==> config.mk <==
export PLATFORM = sky130hd
export DESIGN_NAME = ps2_rx
export DESIGN_NICKNAME = d
export VERILOG_FILES = /design/src/rtl/ps2_rx.sv
export SDC_FILE = /design/constraint.sdc
export NUM_CORES = 1
export LEC_CHECK = 0
export CORE_MARGIN = 2
export CORE_UTILIZATION = 45
export CTS_CLUSTER_SIZE = 20
export DETAILED_ROUTE_END_ITERATION = 10
export GPL_ROUTABILITY_DRIVEN = 0
export SLEW_MARGIN = 20
export SYNTH_ARGS = -nofsm -noshare
export SYNTH_HDL_FRONTEND = slang
export SYNTH_SLANG_ARGS = --single-unit
export TNS_END_PERCENT = 100
==> constraint.sdc <==
create_clock -name clk -period 4 [get_ports clk]
set_clock_uncertainty 0.2 [all_clocks]
set_input_delay 0.4 -clock clk [delete_from_list [all_inputs] [get_ports clk]]
set_output_delay 0.4 -clock clk [all_outputs]
set_load 0.01 [all_outputs]
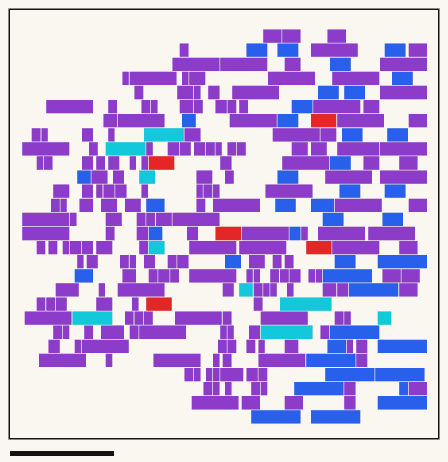
Run 1: cells by drive strength
The bar under the picture is 20 um long.
| colour | size | cells |
|---|---|---|
| purple | _0 and _1 cells | 216 |
| red | _6 and larger | 5 |
| blue | _2 cells | 41 |
| cyan | _3 and _4 cells | 9 |
setup ws final: 1.37 ns
Non-CTS buffers: 17

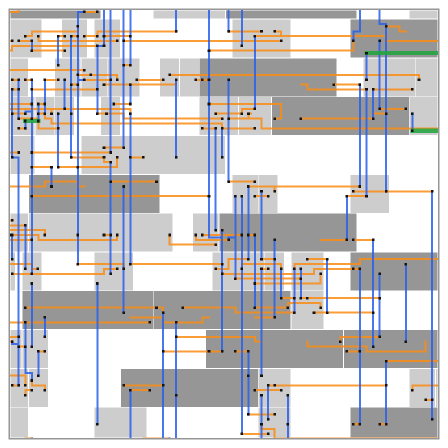
Run 1: close-up of the layout
Region (47, 6) to (77, 36) um. Cells in grey, sequential cells in the stronger grey; small squares are vias.
| colour | layer |
|---|---|
| green | metal 3 |
| orange | metal 1 |
| blue | metal 2 |
cells with their middle in the window: 51
most frequent: dfstp_2 (10), nand2_1 (5), o21ai_0 (5)
sequential cells in the window: 12

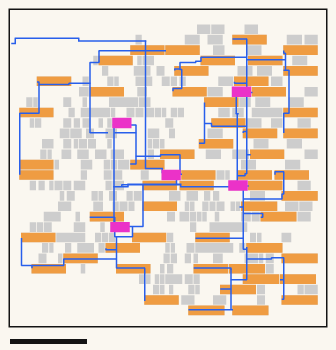
Run 1: clock wires, drivers and flops
The bar under the picture is 20 um long.
[blue] clock wires | length: 675 um
[orange] flip-flops | count: 55
[magenta] clock drivers | count: 5
routed clock nets: 6
flops lie: spread over the die
P_clk: 0.309 mW
worst-skew pair later-pin latency: 0.31 ns
clock share of power: 30.2%

==> results.tsv, run 1 <==
stage	metric	value	unit
synth	Post-synth EDFFs	0	
routing	residual DRC count	0	
layout	# diodes	0	
routing	WL met2	2490	um
placement	dpl hpwl	3550	um
power	Reg power frac	64.1	%
worst_setup_path	crit path launch type	flop	
floorplanning	die area	6810	um2
layout	largest cell class by area	flip-flops and latches	
worst_setup_path	crit-path leading delay family	AND-OR/OR-AND gates	
global_route	GRT Total Usage	17.1	%
clock_tree	CTS max path bufs	2	
layout	Final Util	51.2	%
timing	Final Hold Slack	0.162	ns
clock_tree	postcts setup bufs	0	
placement	Placed Area	2950	um2
worst_setup_path	cell at the slowest stage of the critical path	a2111oi_4	
synth	Top-area cell share	38.8	%
global_route	initial antenna violation count	0	
timing	Least-Margin Pin Slew	0.786	ns
synth	Syn Nets	268	
worst_setup_path	Worst Path Buf+Inv	0	
placement	Placed Cells	337	
global_route	largest net degree at the start of global routing	29	
routing	drt first pass iters	4	
synth	most frequent cell after synthesis	dfrtp_1	
synth	post-synthesis simple-gate area fraction	19.0	%
clock_tree	Clock transition at path regs	0.10	ns
worst_setup_path	CP Depth	4	
global_route	busiest layer in global routing	met2	
global_route	met1 usage	22.5	%
power	Combinational Power Share	5.6	%
power	combinational power	0.0575	mW
worst_setup_path	critical path class	reg -> reg	
routing	WL final	5190	um
layout	fraction of layout cells with a size suffix above 1	20.3	%
hold_path	hold path depth	0	
floorplanning	# rows	28	
synth	ys flops	55	
layout	Comb/total area	42.5	%
timing	RSZ-0062 raised after global routing	no	
synth	ranking of synthesized cells by area	dfrtp_1, dfstp_2, mux2_2, o21ai_0, nand2_1	
layout	Inverters	5	
timing	Rel. slew slack	47.6	%
floorplanning	Die Y	82.6	um
placement	DP Worst Slack	1.35	ns
clock_tree	htree depth	2	
run_status	status	completed	
layout	Layout area overhead	9.87	%
worst_setup_path	crit path capture type	flop	
synth	cell accounting for the most synthesized area	dfrtp_1	
layout	FF/Latch Area	1390	um2
power	leakage	1.25	nW
layout	Final nets	278	
floorplanning	I/O pin total	15	
layout	Clock buf/inv share	2.95	%
hold_path	Worst Hold Class	reg -> reg	
global_route	grt total ovfl	0	
floorplanning	Std-Cell Core Area	5960	um2
synth	Mapped Area	2780	um2
routing	metal3 WL	183	um
timing	final hold vios	0	
synth	XOR/XNOR Area Share	4.60	%
timing	Sum Neg Setup Slack	0	ns
synth	yosys cell count	260	
power	P_sw	0.279	mW
global_route	met2 usage	28.0	%
==> run 2: changes to the inputs <==
clock period = 2.6 ns   (was 4 ns; I/O delays follow)
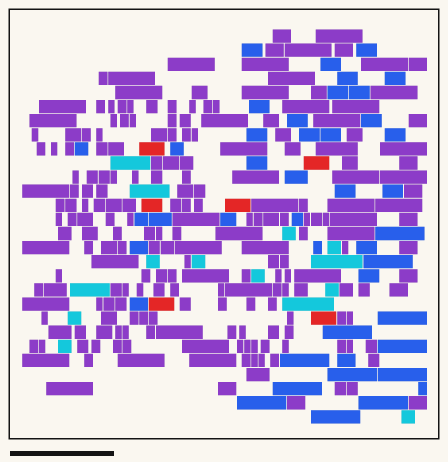
Run 2: cells by drive strength
The bar under the picture is 20 um long.
| colour | size | cells |
|---|---|---|
| red | _6 and larger | 6 |
| cyan | _3 and _4 cells | 14 |
| purple | _0 and _1 cells | 214 |
| blue | _2 cells | 43 |
setup ws final: 0.282 ns
Layout area overhead: 11.8%

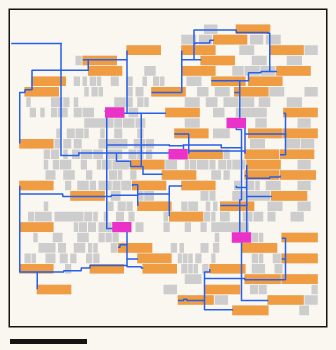
Run 2: clock wires, drivers and flops
The bar under the picture is 20 um long.
[magenta] clock drivers | count: 5
[blue] clock wires | length: 716 um
[orange] flip-flops | count: 55
flops lie: spread over the die
clock share of power: 31.1%
P_clk: 0.495 mW

==> run 2 against run 1 <==
Critical path depth grew 2. Routed wire length grew 1.2%. Register-to-register slack lost 1.1 ns. Via count grew 2.9%. Core utilization grew 0.90 points. Highest routed layer unchanged.
==> results.tsv, run 2 <==
stage	metric	value	unit	change
worst_setup_path	cell at the slowest stage of the critical path	dfrtp_1		
floorplanning	Die W	82.6	um	
clock_tree	postcts setup bufs	0		unchanged
timing	Slew Viols, Final	0		
worst_setup_path	CP max FO	10		
power	leakage	1.28	nW	+2.5%
synth	Top-area cell share	38.8	%	unchanged
worst_setup_path	CP Depth	6		+2
layout	fraction of layout cells with a size suffix above 1	22.7	%	+2.4 points
clock_tree	CTS Sinks	55		
synth	ranking of synthesized cells by area	dfrtp_1, dfstp_2, mux2_2, o21ai_0, nand2_1		
clock_tree	Clock transition at path regs	0.10	ns	about the same
clock_tree	CTS max path bufs	2		unchanged
layout	Comb/total area	42.0	%	-0.53 points
synth	Syn. warnings	0		
synth	Post-synth EDFFs	0		unchanged
synth	Synth Seq Share	50.1	%	
power	highest-power group	registers		
routing	WL met2	2500	um	+0.52%
synth	Mapped Area	2780	um2	unchanged
synth	area reported by Yosys stat	2780	um2	
timing	Rel. slew slack	54.1	%	+6.5 points
synth	ys flop type	dfrtp_1		
global_route	first-pass GRT wire length	9080	um	
routing	residual DRC count	0		unchanged
timing	Max Clock Freq	431	MHz	
power	Reg power frac	62.9	%	-1.2 points
power	peak supply drop	0.000296	V	
routing	Metal-1 WL	2530	um	
clock_tree	TritonCTS Buffers	5		
routing	Antenna Nets Post-Route	0		
worst_setup_path	Worst Path Buf+Inv	0		unchanged
placement	Placed Cells	343		+1.8%
timing	Final Hold Slack	0.144	ns	-0.0181 ns
worst_setup_path	crit path launch type	flop		
layout	flop share of the area	44.8	%	
floorplanning	Std-Cell Core Area	5960	um2	unchanged
placement	dpl hpwl	3520	um	-0.78%
placement	Port-buffer cells	14		
power	PnR Total Power	1.59	mW	
power	PD cells	513	nW/um2	
worst_setup_path	CP Data Arrival Time	2.31	ns	
layout	Inverters	5		unchanged
placement	Placed Area	3000	um2	+1.5%
synth	average size of a mapped cell	10.7	um2	
synth	Async SR Flop Fraction	100	%	
routing	Avg WL per Cell	14.9	um	
floorplanning	Core Util at FP	46.6	%	
global_route	grt total ovfl	0		unchanged
routing	WL final	5250	um	+1.2%
global_route	GRT Total Usage	17.4	%	+0.28 points
power	Internal	1.15	mW	
layout	Final Util	52.1	%	+0.90 points
hold_path	hold path depth	1		+1
synth	cell accounting for the most synthesized area	dfrtp_1		
layout	combinational gates	186		
placement	DP Worst Slack	0.239	ns	-1.11 ns
power	combinational power	0.0971	mW	+69%
worst_setup_path	Reg2Reg Setup Slack	0.28	ns	
synth	XOR/XNOR Area Share	4.60	%	unchanged
floorplanning	I/O pin total	15		unchanged
floorplanning	tap cell count	75		
global_route	busiest layer in global routing	met2		
global_route	initial antenna violation count	0		unchanged
run_status	status	completed		
hold_path	Worst Hold Class	in -> reg		
power	Combinational Power Share	6.1	%	+0.5 points
timing	final hold vios	0		unchanged
routing	1st-iter DRT viols	86		
clock_tree	worst-skew pair later-pin latency	0.32	ns	about the same
layout	Clock buf/inv share	2.98	%	+0.029 points
routing	via count	1995		
routing	routed vias/inst	5.67		
layout	# clk buffers	5		
routing	drt first pass iters	4		unchanged
worst_setup_path	critical path class	reg -> reg		
synth	aoi share	14.1	%	
power	power in sequential cells	1.00	mW	
clock_tree	htree depth	2		unchanged
layout	Finished Layout Cells	352		
layout	largest cell class by area	flip-flops and latches		
global_route	met2 usage	28.9	%	+0.89 points
floorplanning	die area	6810	um2	unchanged
power	Sw Share	28.0	%	
worst_setup_path	worst path cell trace	nand3_2 -> nor4_4 -> and3_2 -> o21ai_0 -> nor4_2 -> o32ai_1		
layout	buffering overhead	6.61	%	
synth	ys flops	55		unchanged
timing	final setup vio count	0		
power	P_sw	0.446	mW	+60%
global_route	number of global-route vias before repair	1948		
floorplanning	# rows	28		unchanged
global_route	met1 usage	22.2	%	-0.28 points
synth	Unique cell types	44		
floorplanning	Die Y	82.6	um	unchanged
synth	post-synthesis simple-gate area fraction	19.0	%	unchanged
layout	FF/Latch Area	1390	um2	unchanged
layout	Finished Cell Area	3100	um2	
synth	yosys cell count	260		unchanged
routing	metal3 WL	161	um	-12%
layout	# diodes	0		unchanged
layout	Final nets	284		+2.2%
worst_setup_path	R2R cell count	6		
clock_tree	hold buffer count at cts	1		
timing	final period utilization	89.2	%	
global_route	GR met3 Demand/Resource	3.59	%	
worst_setup_path	crit path capture type	flop		
timing	Least-Margin Pin Slew	0.688	ns	-0.0977 ns
worst_setup_path	crit-path leading delay family	simple AND/OR/NAND/NOR gates		
global_route	largest net degree at the start of global routing	56		+93%
synth	yosys adder share	1.35	%	
job	max-capacitance violation count	0		
synth	Syn Nets	268		unchanged
layout	most frequent cells in the layout	dfrtp_1, o21ai_0, nand2_1, nor2_1, mux2_2		
timing	Sum Neg Setup Slack	0	ns	unchanged
layout	max reg flops	17		
routing	top routing layer in use	met4		
synth	most frequent cell after synthesis	dfrtp_1		
layout	Non-CTS buffers	23		+6
synth	Synth mux share	7.71	%	
Power and IR drop assume default switching activity.
